### src/rtl/lc3_regfile_arbiter_pkg.sv
// Shared constants and FSM state encoding for the LC-3 register-file arbiter.
package lc3_regarb_pkg;

  localparam int WORD_W     = 16;
  localparam int REG_ADDR_W = 3;
  localparam int NUM_REGS   = 8;

  typedef enum logic [1:0] {
    IDLE   = 2'd0,
    DBG_WR = 2'd1,
    DBG_RD = 2'd2,
    CLEAR  = 2'd3
  } regarb_state_e;

endpackage

### src/rtl/lc3_regfile_arbiter_if.sv
// Bundle of CPU writeback, debug handshake and register-file signals around the arbiter.
interface lc3_regfile_arbiter_if;

  logic                                  Cpu_Load;
  logic [lc3_regarb_pkg::REG_ADDR_W-1:0] Cpu_DR;
  logic [lc3_regarb_pkg::WORD_W-1:0]     Cpu_Data;
  logic                                  Cpu_Stall;

  logic                                  Dbg_Req;
  logic                                  Dbg_We;
  logic [lc3_regarb_pkg::REG_ADDR_W-1:0] Dbg_Addr;
  logic [lc3_regarb_pkg::WORD_W-1:0]     Dbg_Wdata;
  logic                                  Dbg_Ack;
  logic [lc3_regarb_pkg::WORD_W-1:0]     Dbg_Rdata;

  logic                                  Clear_Req;
  logic                                  Clear_Done;

  logic [lc3_regarb_pkg::REG_ADDR_W-1:0] RF_DR;
  logic                                  RF_Load;
  logic [lc3_regarb_pkg::WORD_W-1:0]     RF_Bus;
  logic [lc3_regarb_pkg::REG_ADDR_W-1:0] RF_View_Sel;
  logic [lc3_regarb_pkg::WORD_W-1:0]     RF_View;

  // Environment side: CPU, debug panel and the register file itself.
  modport master (
    output Cpu_Load, Cpu_DR, Cpu_Data, Dbg_Req, Dbg_We, Dbg_Addr, Dbg_Wdata,
           Clear_Req, RF_View,
    input  Cpu_Stall, Dbg_Ack, Dbg_Rdata, Clear_Done, RF_DR, RF_Load, RF_Bus,
           RF_View_Sel
  );

  modport slave (
    input  Cpu_Load, Cpu_DR, Cpu_Data, Dbg_Req, Dbg_We, Dbg_Addr, Dbg_Wdata,
           Clear_Req, RF_View,
    output Cpu_Stall, Dbg_Ack, Dbg_Rdata, Clear_Done, RF_DR, RF_Load, RF_Bus,
           RF_View_Sel
  );

endinterface

### src/rtl/lc3_regfile_arbiter_starve_ctr.sv
// Saturating lost-arbitration counter; hit flags that the debug requester must now win.
module regarb_starve_ctr #(
  parameter int LIMIT = 15,
  parameter int CNT_W = 8
) (
  input  logic clk,
  input  logic rst,
  input  logic inc,
  input  logic clr,
  input  logic hold,
  output logic hit
);

  localparam logic [CNT_W-1:0] LIMIT_C = CNT_W'(LIMIT);

  logic [CNT_W-1:0] cnt_q;

  // Hold beats clear so a request parked behind a zero-fill keeps its accumulated wait.
  always_ff @(posedge clk or posedge rst) begin
    if (rst) begin
      cnt_q <= '0;
    end else if (!hold) begin
      if (clr) begin
        cnt_q <= '0;
      end else if (inc && (cnt_q != LIMIT_C)) begin
        cnt_q <= cnt_q + 1'b1;
      end
    end
  end

  assign hit = (cnt_q == LIMIT_C);

endmodule

### src/rtl/lc3_regfile_arbiter.sv
// Shares the LC-3 register-file write/view ports between CPU writeback and a debug requester.
// Optional zero-fill of R0..R7 is built only when REGARB_CLEAR_EN is defined.
module lc3_regfile_arbiter
  import lc3_regarb_pkg::*;
#(
  parameter int STARVE_LIMIT = 15,
  parameter int CNT_W        = 8
) (
  input logic                 Clk,
  input logic                 Reset,
  lc3_regfile_arbiter_if.slave bus
);

  regarb_state_e         state_q, next_state;
  logic                  grant;
  logic                  starve_hit;
  logic [REG_ADDR_W-1:0] addr_q;
  logic [WORD_W-1:0]     data_q;
  logic                  ack_q;
  logic [WORD_W-1:0]     rdata_q;

`ifdef REGARB_CLEAR_EN
  logic [REG_ADDR_W-1:0] clr_idx_q;
  logic                  done_q;
`else
  logic                  unused_clear_req;
  assign unused_clear_req = bus.Clear_Req;
`endif

  regarb_starve_ctr #(
    .LIMIT (STARVE_LIMIT),
    .CNT_W (CNT_W)
  ) u_starve (
    .clk  (Clk),
    .rst  (Reset),
    .inc  ((state_q == IDLE) && bus.Dbg_Req && !grant),
    .clr  (!bus.Dbg_Req || grant),
    .hold (state_q == CLEAR),
    .hit  (starve_hit)
  );

  always_ff @(posedge Clk or posedge Reset) begin
    if (Reset) state_q <= IDLE;
    else       state_q <= next_state;
  end

  // In IDLE the CPU owns the write port outright; debug only wins on a free or starved cycle.
  always_comb begin
    next_state      = state_q;
    grant           = 1'b0;
    bus.RF_DR       = bus.Cpu_DR;
    bus.RF_Load     = bus.Cpu_Load;
    bus.RF_Bus      = bus.Cpu_Data;
    bus.RF_View_Sel = bus.Dbg_Addr;
    case (state_q)
      IDLE: begin
`ifdef REGARB_CLEAR_EN
        if (bus.Clear_Req) next_state = CLEAR;
        else
`endif
        if (bus.Dbg_Req && (!bus.Cpu_Load || starve_hit)) begin
          grant      = 1'b1;
          next_state = bus.Dbg_We ? DBG_WR : DBG_RD;
        end
      end
      DBG_WR: begin
        bus.RF_Load = 1'b1;
        bus.RF_DR   = addr_q;
        bus.RF_Bus  = data_q;
        next_state  = IDLE;
      end
      DBG_RD: begin
        bus.RF_Load     = 1'b0;
        bus.RF_View_Sel = addr_q;
        next_state      = IDLE;
      end
`ifdef REGARB_CLEAR_EN
      CLEAR: begin
        bus.RF_Load = 1'b1;
        bus.RF_DR   = clr_idx_q;
        bus.RF_Bus  = '0;
        if (clr_idx_q == REG_ADDR_W'(NUM_REGS - 1)) next_state = IDLE;
      end
`endif
      default: next_state = IDLE;
    endcase
  end

  // Debug transaction bookkeeping: latch on grant, capture the view, pulse ack afterwards.
  always_ff @(posedge Clk or posedge Reset) begin
    if (Reset) begin
      addr_q  <= '0;
      data_q  <= '0;
      ack_q   <= 1'b0;
      rdata_q <= '0;
    end else begin
      ack_q <= (state_q == DBG_WR) || (state_q == DBG_RD);
      if (grant) begin
        addr_q <= bus.Dbg_Addr;
        data_q <= bus.Dbg_Wdata;
      end
      if (state_q == DBG_RD) rdata_q <= bus.RF_View;
    end
  end

`ifdef REGARB_CLEAR_EN
  // clr_idx wraps back to 0 on its own after R7, so no explicit reload is needed on exit.
  always_ff @(posedge Clk or posedge Reset) begin
    if (Reset) begin
      clr_idx_q <= '0;
      done_q    <= 1'b0;
    end else begin
      done_q <= (state_q == CLEAR) && (clr_idx_q == REG_ADDR_W'(NUM_REGS - 1));
      if (state_q == IDLE && bus.Clear_Req) clr_idx_q <= '0;
      else if (state_q == CLEAR)            clr_idx_q <= clr_idx_q + 1'b1;
    end
  end

  assign bus.Clear_Done = done_q;
`else
  assign bus.Clear_Done = 1'b0;
`endif

  assign bus.Cpu_Stall = (state_q != IDLE);
  assign bus.Dbg_Ack   = ack_q;
  assign bus.Dbg_Rdata = rdata_q;

endmodule
### src/flat_wrapper.sv
// flat-port wrapper written by rule: the top's interface ports become plain ports
module lc3_regfile_arbiter_flat import lc3_regarb_pkg::*;
#(
  parameter int STARVE_LIMIT = 15,
  parameter int CNT_W        = 8
)
  (Clk, Reset, bus_Cpu_Load, bus_Cpu_DR, bus_Cpu_Data, bus_Dbg_Req, bus_Dbg_We, bus_Dbg_Addr, bus_Dbg_Wdata, bus_Clear_Req, bus_RF_View, bus_Cpu_Stall, bus_Dbg_Ack, bus_Dbg_Rdata, bus_Clear_Done, bus_RF_DR, bus_RF_Load, bus_RF_Bus, bus_RF_View_Sel);
  lc3_regfile_arbiter_if bus_i ();
  input logic Clk;
  input logic Reset;
  input wire logic [$bits(bus_i.Cpu_Load)-1:0] bus_Cpu_Load;
  input wire logic [$bits(bus_i.Cpu_DR)-1:0] bus_Cpu_DR;
  input wire logic [$bits(bus_i.Cpu_Data)-1:0] bus_Cpu_Data;
  input wire logic [$bits(bus_i.Dbg_Req)-1:0] bus_Dbg_Req;
  input wire logic [$bits(bus_i.Dbg_We)-1:0] bus_Dbg_We;
  input wire logic [$bits(bus_i.Dbg_Addr)-1:0] bus_Dbg_Addr;
  input wire logic [$bits(bus_i.Dbg_Wdata)-1:0] bus_Dbg_Wdata;
  input wire logic [$bits(bus_i.Clear_Req)-1:0] bus_Clear_Req;
  input wire logic [$bits(bus_i.RF_View)-1:0] bus_RF_View;
  output wire logic [$bits(bus_i.Cpu_Stall)-1:0] bus_Cpu_Stall;
  output wire logic [$bits(bus_i.Dbg_Ack)-1:0] bus_Dbg_Ack;
  output wire logic [$bits(bus_i.Dbg_Rdata)-1:0] bus_Dbg_Rdata;
  output wire logic [$bits(bus_i.Clear_Done)-1:0] bus_Clear_Done;
  output wire logic [$bits(bus_i.RF_DR)-1:0] bus_RF_DR;
  output wire logic [$bits(bus_i.RF_Load)-1:0] bus_RF_Load;
  output wire logic [$bits(bus_i.RF_Bus)-1:0] bus_RF_Bus;
  output wire logic [$bits(bus_i.RF_View_Sel)-1:0] bus_RF_View_Sel;
  assign bus_i.Cpu_Load = bus_Cpu_Load;
  assign bus_i.Cpu_DR = bus_Cpu_DR;
  assign bus_i.Cpu_Data = bus_Cpu_Data;
  assign bus_i.Dbg_Req = bus_Dbg_Req;
  assign bus_i.Dbg_We = bus_Dbg_We;
  assign bus_i.Dbg_Addr = bus_Dbg_Addr;
  assign bus_i.Dbg_Wdata = bus_Dbg_Wdata;
  assign bus_i.Clear_Req = bus_Clear_Req;
  assign bus_i.RF_View = bus_RF_View;
  assign bus_Cpu_Stall = bus_i.Cpu_Stall;
  assign bus_Dbg_Ack = bus_i.Dbg_Ack;
  assign bus_Dbg_Rdata = bus_i.Dbg_Rdata;
  assign bus_Clear_Done = bus_i.Clear_Done;
  assign bus_RF_DR = bus_i.RF_DR;
  assign bus_RF_Load = bus_i.RF_Load;
  assign bus_RF_Bus = bus_i.RF_Bus;
  assign bus_RF_View_Sel = bus_i.RF_View_Sel;
  lc3_regfile_arbiter #(.STARVE_LIMIT(STARVE_LIMIT), .CNT_W(CNT_W)) u_core (.Clk(Clk), .Reset(Reset), .bus(bus_i));
endmodule
### config.mk
export PLATFORM = sky130hd
export DESIGN_NAME = lc3_regfile_arbiter_flat
export DESIGN_NICKNAME = d
export VERILOG_FILES = /design/src/rtl/lc3_regfile_arbiter_pkg.sv /design/src/rtl/lc3_regfile_arbiter_if.sv /design/src/rtl/lc3_regfile_arbiter_starve_ctr.sv /design/src/rtl/lc3_regfile_arbiter.sv /design/src/flat_wrapper.sv
export SDC_FILE = /design/constraint.sdc
export NUM_CORES = 1
export LEC_CHECK = 0
export CORE_ASPECT_RATIO = 0.9
export CORE_MARGIN = 3
export CORE_UTILIZATION = 42
export DETAILED_ROUTE_END_ITERATION = 10
export PLACE_DENSITY = 0.86
export SETUP_SLACK_MARGIN = 0.3
export SYNTH_ARGS = -nofsm -noshare
export SYNTH_HDL_FRONTEND = slang
export SYNTH_SLANG_ARGS = --single-unit
### constraint.sdc
create_clock -name Clk -period 3.38 [get_ports Clk]
set_input_delay 1.014 -clock Clk [delete_from_list [all_inputs] [get_ports Clk]]
set_output_delay 1.014 -clock Clk [all_outputs]
set_load 0.05 [all_outputs]
run_1/port_nets.png
Drawn at 6 px/um.
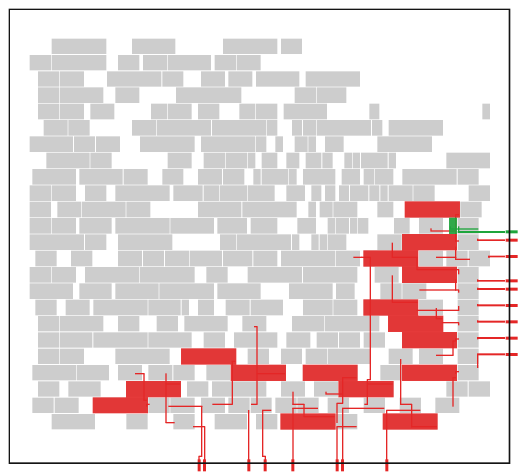
Key: green = Reset [bits 1, direction input, edge right, end cells 1, buffers 1, wire 13.4 um]; red = bus_Dbg_Rdata [bits 16, direction output, edge 8 bottom, 8 right, end cells 16, buffers 16, wire 328 um]

run_1/final_placement.png
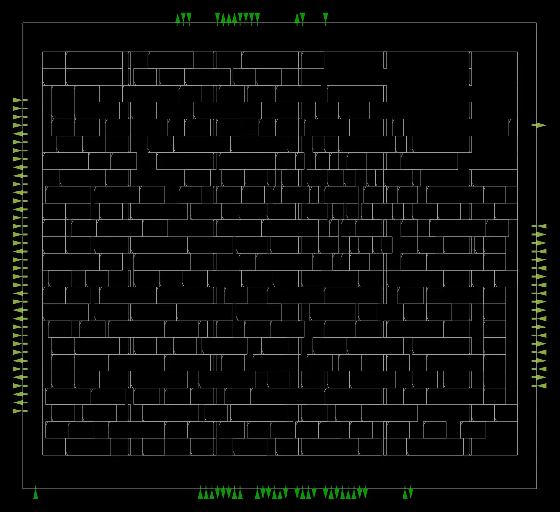
tally of non-filler cells in the final layout: 334
Tapcell Cnt: 65

run_1/registers.png
Drawn at 3 px/um. Other sequential cells in the stronger grey, the rest of the logic in the fainter grey.
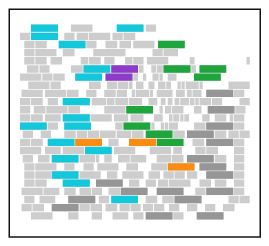
Key: green = u_core.u_starve.cnt_q [sequential cells 8]; purple = u_core.state_q [sequential cells 2]; orange = u_core.addr_q [sequential cells 3]; cyan = u_core.data_q [sequential cells 16]

run_1/clock_map.png
Drawn at 3 px/um.
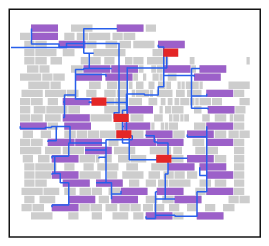
Key: red = cells driving clock nets [count 5]; purple = flip-flops [count 46]; blue = clock wires [length 589 um]
There are 6 routed clock nets.

==> flow_metrics.py, run 1 <==
# Flow results
metrics = {
    "yosys": {
        "synth_seq_share": 0.512,
        "avgSynthCellArea_sq_um": 13.6,
        "async_reset_ff_frac": 1.00,
        "area_leaders": "dfrtp_1, mux2_2, mux2_4",
        "synth_warnings": 0,
        "common_cells": "mux2_2, dfrtp_1, mux2_4",
        "syn_area_sq_um": 2250,
        "post_synth_mux_area_share": 0.307,
        "flop_cell": "dfrtp_1",
        "syn-num-nets": 230,
    },
    "run": {
        "drv_cap": 0,
    },
    "setup_path": {
        "timing.rr.start": "u_core.u_starve.cnt_q[5]$_DFFE_PP0P_",
        "crit_arrival_ns": 1.96,
        "reg2reg_slack_ns": 1.30,
        "path_class": "input pin to output pin",
    },
    "drt": {
        "wl_per_cell_um": 16.3,
        "maxUsedRoutingLayer": "met4",
        "drcViolationCount": 0,
        "drtIter0Drc": 52,
    },
    "power_and_ir_drop": {
        "clkPwrFrac": 0.131,
        "p_seq_frac": 0.291,
        "power_leakage_nw": 1.53,
        "pwr-share-comb": 0.579,
        "p_seq_mw": 0.912,
        "p_comb_mw": 1.82,
    },
    "finish": {
        "final_common_cell": "clkdlybuf4s50_1",
        "fin_area_sq_um": 3650,
        "area_growth_pct": 62.3,
    },
    "placed_design": {
        "numPlacedInstances": 326,
    },
    "floorplanning": {
        "fp-utilization": 0.448,
        "die_w_um": 83.1,
    },
    "global_routing": {
        "grt_overflow": 0,
        "track_usage": 0.184,
        "antenna_found_initial": 0,
    },
    "final_timing": {
        "min_period_ns": 2.97,
        "slew_headroom": 0.609,
        "setup_slack_ns": 0.407,
        "holdWs_ns": 0.507,
        "slew_viol_final": 0,
    },
    "clocking": {
        "clk_pin_slew_ns": 0.08,
    },
    "status": {
        "status": "complete, no violations",
    },
    "hold_path": {
        "whs_path_depth": 1,
    },
}
-- run 1: layout make-up --
| type | instances | area (sq um) |
|---|---|---|
| Inverter | 4 | 15.0 |
| Timing Repair Buffer | 104 | 1260 |
| Clock buffer | 6 | 72.6 |
| Clock inverter | 2 | 37.5 |
| Sequential cell | 46 | 1150 |
| Fill cell | 334 | 1370 |
| Tap cell | 65 | 81.3 |
| Multi-Input combinational cell | 107 | 1030 |
-- run 1: flip-flops by register name (all words and copies together), names as in the netlist --
signal / cells
u_core.u_starve.cnt_q: 8
u_core.state_q: 2
u_core.bus.Dbg_Rdata: 16
u_core.data_q: 16
u_core.bus.Dbg_Ack: 1
u_core.addr_q: 3
-- run 1: critical path: stages --
cell	delay, ns
clkdlybuf4s50_1	0.47
mux2_2	0.32
buf_12	0.15
run_1/cell_classes.png
Drawn at 3 px/um.
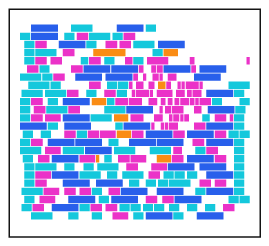

==> run 2: changes to the inputs <==
Settings changed: PLACE_DENSITY 0.86 to 0.81.
run_2/cell_classes.png
Drawn at 3 px/um.
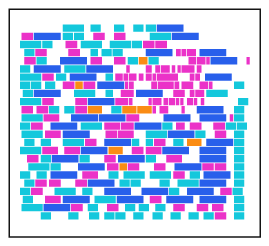
Key: magenta = all other logic [cells 111, share of their area 30%]; blue = flip-flops [cells 46, share of their area 32%]; orange = clock drivers and dummy loads [cells 8, share of their area 2.6%]; cyan = other buffers and delay cells [cells 104, share of their area 35%]

run_2/registers.png
Drawn at 3 px/um. Other sequential cells in the stronger grey, the rest of the logic in the fainter grey.
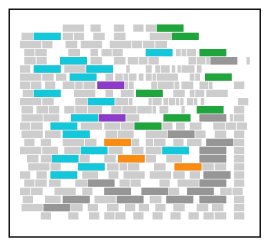
Key: cyan = u_core.data_q [sequential cells 16]; green = u_core.u_starve.cnt_q [sequential cells 8]; orange = u_core.addr_q [sequential cells 3]; purple = u_core.state_q [sequential cells 2]
Another 17 sequential cells are not coloured.

==> flow_metrics.py, run 2 <==
# Flow results
metrics = {
    "status": {
        "status": "complete, no violations",
    },
    "power_and_ir_drop": {
        "clkPwrFrac": 0.111,
        "power_leakage_nw": 1.52,
        "pwr-share-comb": 0.592,
        "p_comb_mw": 1.81,
        "p_seq_mw": 0.911,
        "p_seq_frac": 0.297,
    },
    "placed_design": {
        "numPlacedInstances": 326,
    },
    "drt": {
        "maxUsedRoutingLayer": "met4",
        "drtIter0Drc": 47,
    },
    "final_timing": {
        "slew_viol_final": 0,
        "slew_headroom": 0.618,
        "min_period_ns": 2.97,
        "holdWs_ns": 0.508,
        "setup_slack_ns": 0.411,
    },
    "yosys": {
        "async_reset_ff_frac": 1.00,
        "common_cells": "mux2_2, dfrtp_1, mux2_4",
        "syn_area_sq_um": 2250,
        "synth_seq_share": 0.512,
        "flop_cell": "dfrtp_1",
        "area_leaders": "dfrtp_1, mux2_2, mux2_4",
        "synth_warnings": 0,
    },
    "setup_path": {
        "crit_arrival_ns": 1.95,
        "reg2reg_slack_ns": 1.28,
    },
    "finish": {
        "area_growth_pct": 61.5,
        "fin_area_sq_um": 3630,
        "final_common_cell": "clkdlybuf4s50_1",
    },
    "global_routing": {
        "grt_overflow": 0,
        "track_usage": 0.171,
    },
    "floorplanning": {
        "fp-utilization": 0.448,
        "die_w_um": 83.1,
    },
    "run": {
        "drv_cap": 0,
    },
}
[run 2: final cells by class]
type | instances | area [sq um] | area share
Clock buffer | 5 | 68.8 | 0.0190
Clock inverter | 3 | 23.8 | 0.00655
Inverter | 4 | 15.0 | 0.00414
Multi-Input combinational cell | 107 | 1030 | 0.284
Sequential cell | 46 | 1150 | 0.317
Tap cell | 65 | 81.3 | 0.0224
Timing Repair Buffer | 104 | 1260 | 0.347
[run 2: cell families after synthesis]
family                     synth area share
and+or+nand+nor                      0.0690
other                               0.00167
xor gates and xnor gates             0.0234
adders and majority gates            0.0278
muxes                                 0.307
AOI/OAI and AO/OA                    0.0300
DFF                                   0.512
buffers and inverters                0.0289
[run 2: worst max-delay path, stage by stage]
cell and delay [ns]:
clkdlybuf4s50_1 0.47, mux2_2 0.32, buf_12 0.15
run_2/final_placement.png
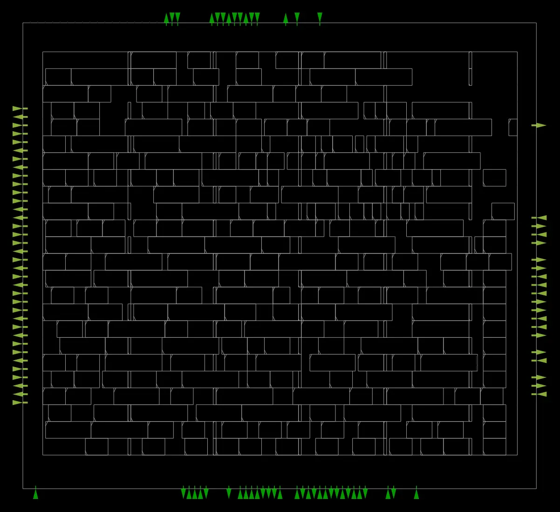

==> run 3: changes to the inputs <==
Settings changed: CAP_MARGIN set to 20, PLACE_DENSITY 0.81 to unset, PLACE_DENSITY_LB_ADDON set to 0.05.
run_3/final_placement.png
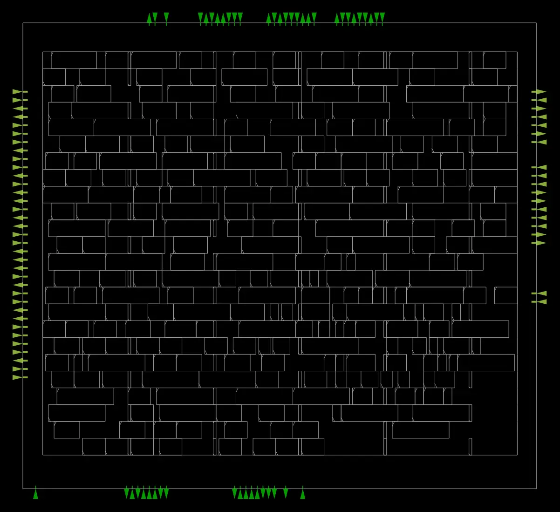
post-layout util: 0.726
registers: 46
row count: 24
tally of non-filler cells in the final layout: 333

==> flow_metrics.py, run 3 <==
# Flow results
metrics = {
    "status": {
        "status": "complete, no violations",
    },
    "yosys": {
        "flop_cell": "dfrtp_1",
        "common_cells": "mux2_2, dfrtp_1, mux2_4",
        "synth_seq_share": 0.512,
        "synth_warnings": 0,
        "area_leaders": "dfrtp_1, mux2_2, mux2_4",
        "synthTopLogicFamily": "multiplexers",
        "adder_share": 0.0278,
    },
    "final_timing": {
        "slew_headroom": 0.601,
        "min_period_ns": 2.96,
        "holdWs_ns": 0.508,
        "slew_viol_final": 0,
    },
    "power_and_ir_drop": {
        "p_seq_frac": 0.291,
        "power_leakage_nw": 1.53,
        "p_seq_mw": 0.910,
        "pwr-share-comb": 0.578,
        "p_comb_mw": 1.81,
        "clkPwrFrac": 0.131,
    },
    "finish": {
        "inverters": 4,
        "comb_cells": 107,
        "seq_share": 0.316,
        "dominant-cell-class": "buffers",
        "signal_buffers": 103,
        "comb_area_sq_um": 1030,
        "final_common_cell": "clkdlybuf4s50_1",
        "area_growth_pct": 61.9,
        "clock_cell_area_share": 0.0299,
        "buf_share": 0.344,
        "clock_buffers": 5,
        "regArea_sq_um": 1150,
    },
    "drt": {
        "maxUsedRoutingLayer": "met4",
    },
    "floorplanning": {
        "fp-utilization": 0.448,
        "die_w_um": 83.1,
        "taps": 65,
    },
    "setup_path": {
        "reg2reg_slack_ns": 1.28,
        "cp_cell_sequence": "clkdlybuf4s50_1, mux2_2, buf_12",
        "crit_cells": 3,
    },
    "run": {
        "drv_cap": 0,
    },
    "global_routing": {
        "track_usage": 0.173,
    },
}
run_3/port_nets.png
Drawn at 6 px/um.
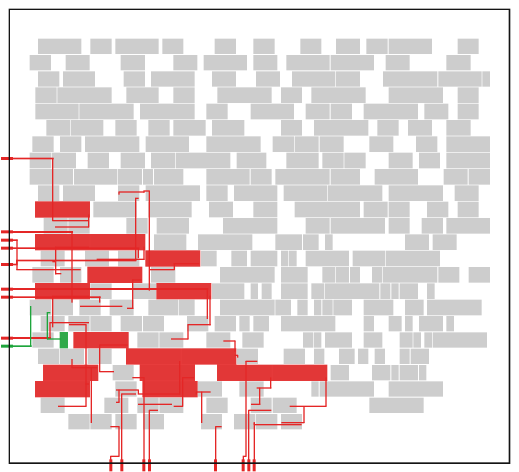
Key: red = bus_Dbg_Rdata [bits 16, direction output, edge 8 left, 8 bottom, end cells 16, buffers 16, wire 498 um]; green = Reset [bits 1, direction input, edge left, end cells 1, buffers 1, wire 16.8 um]

==> run 3: cell types whose count changed in the layout (fill, tap and decap cells not counted), sizes merged <==
cell      previous run  this run
clkinvlp             2         0
clkinv               0         2
buf                 28        27
bufinv               0         1
inv                  5         4
==> run 3: stage by stage <==
| step | area (sq um) | power (mW) | setup WS (ns) | cells |
|---|---|---|---|---|
| floorplan | 2250 | 2.03 | 0.567 | 165 |
| global placement | 3530 | 2.72 | 0.407 | 325 |
| CTS | 3640 | 3.17 | 0.406 | 333 |
| detailed placement | 3530 | 2.75 | 0.417 | 325 |
| finish | 3640 | 3.13 | 0.421 | 333 |
| global route | 3640 | 3.28 | 0.333 | 333 |
Power figures rest on the tool's default switching activity, not on a simulated workload.
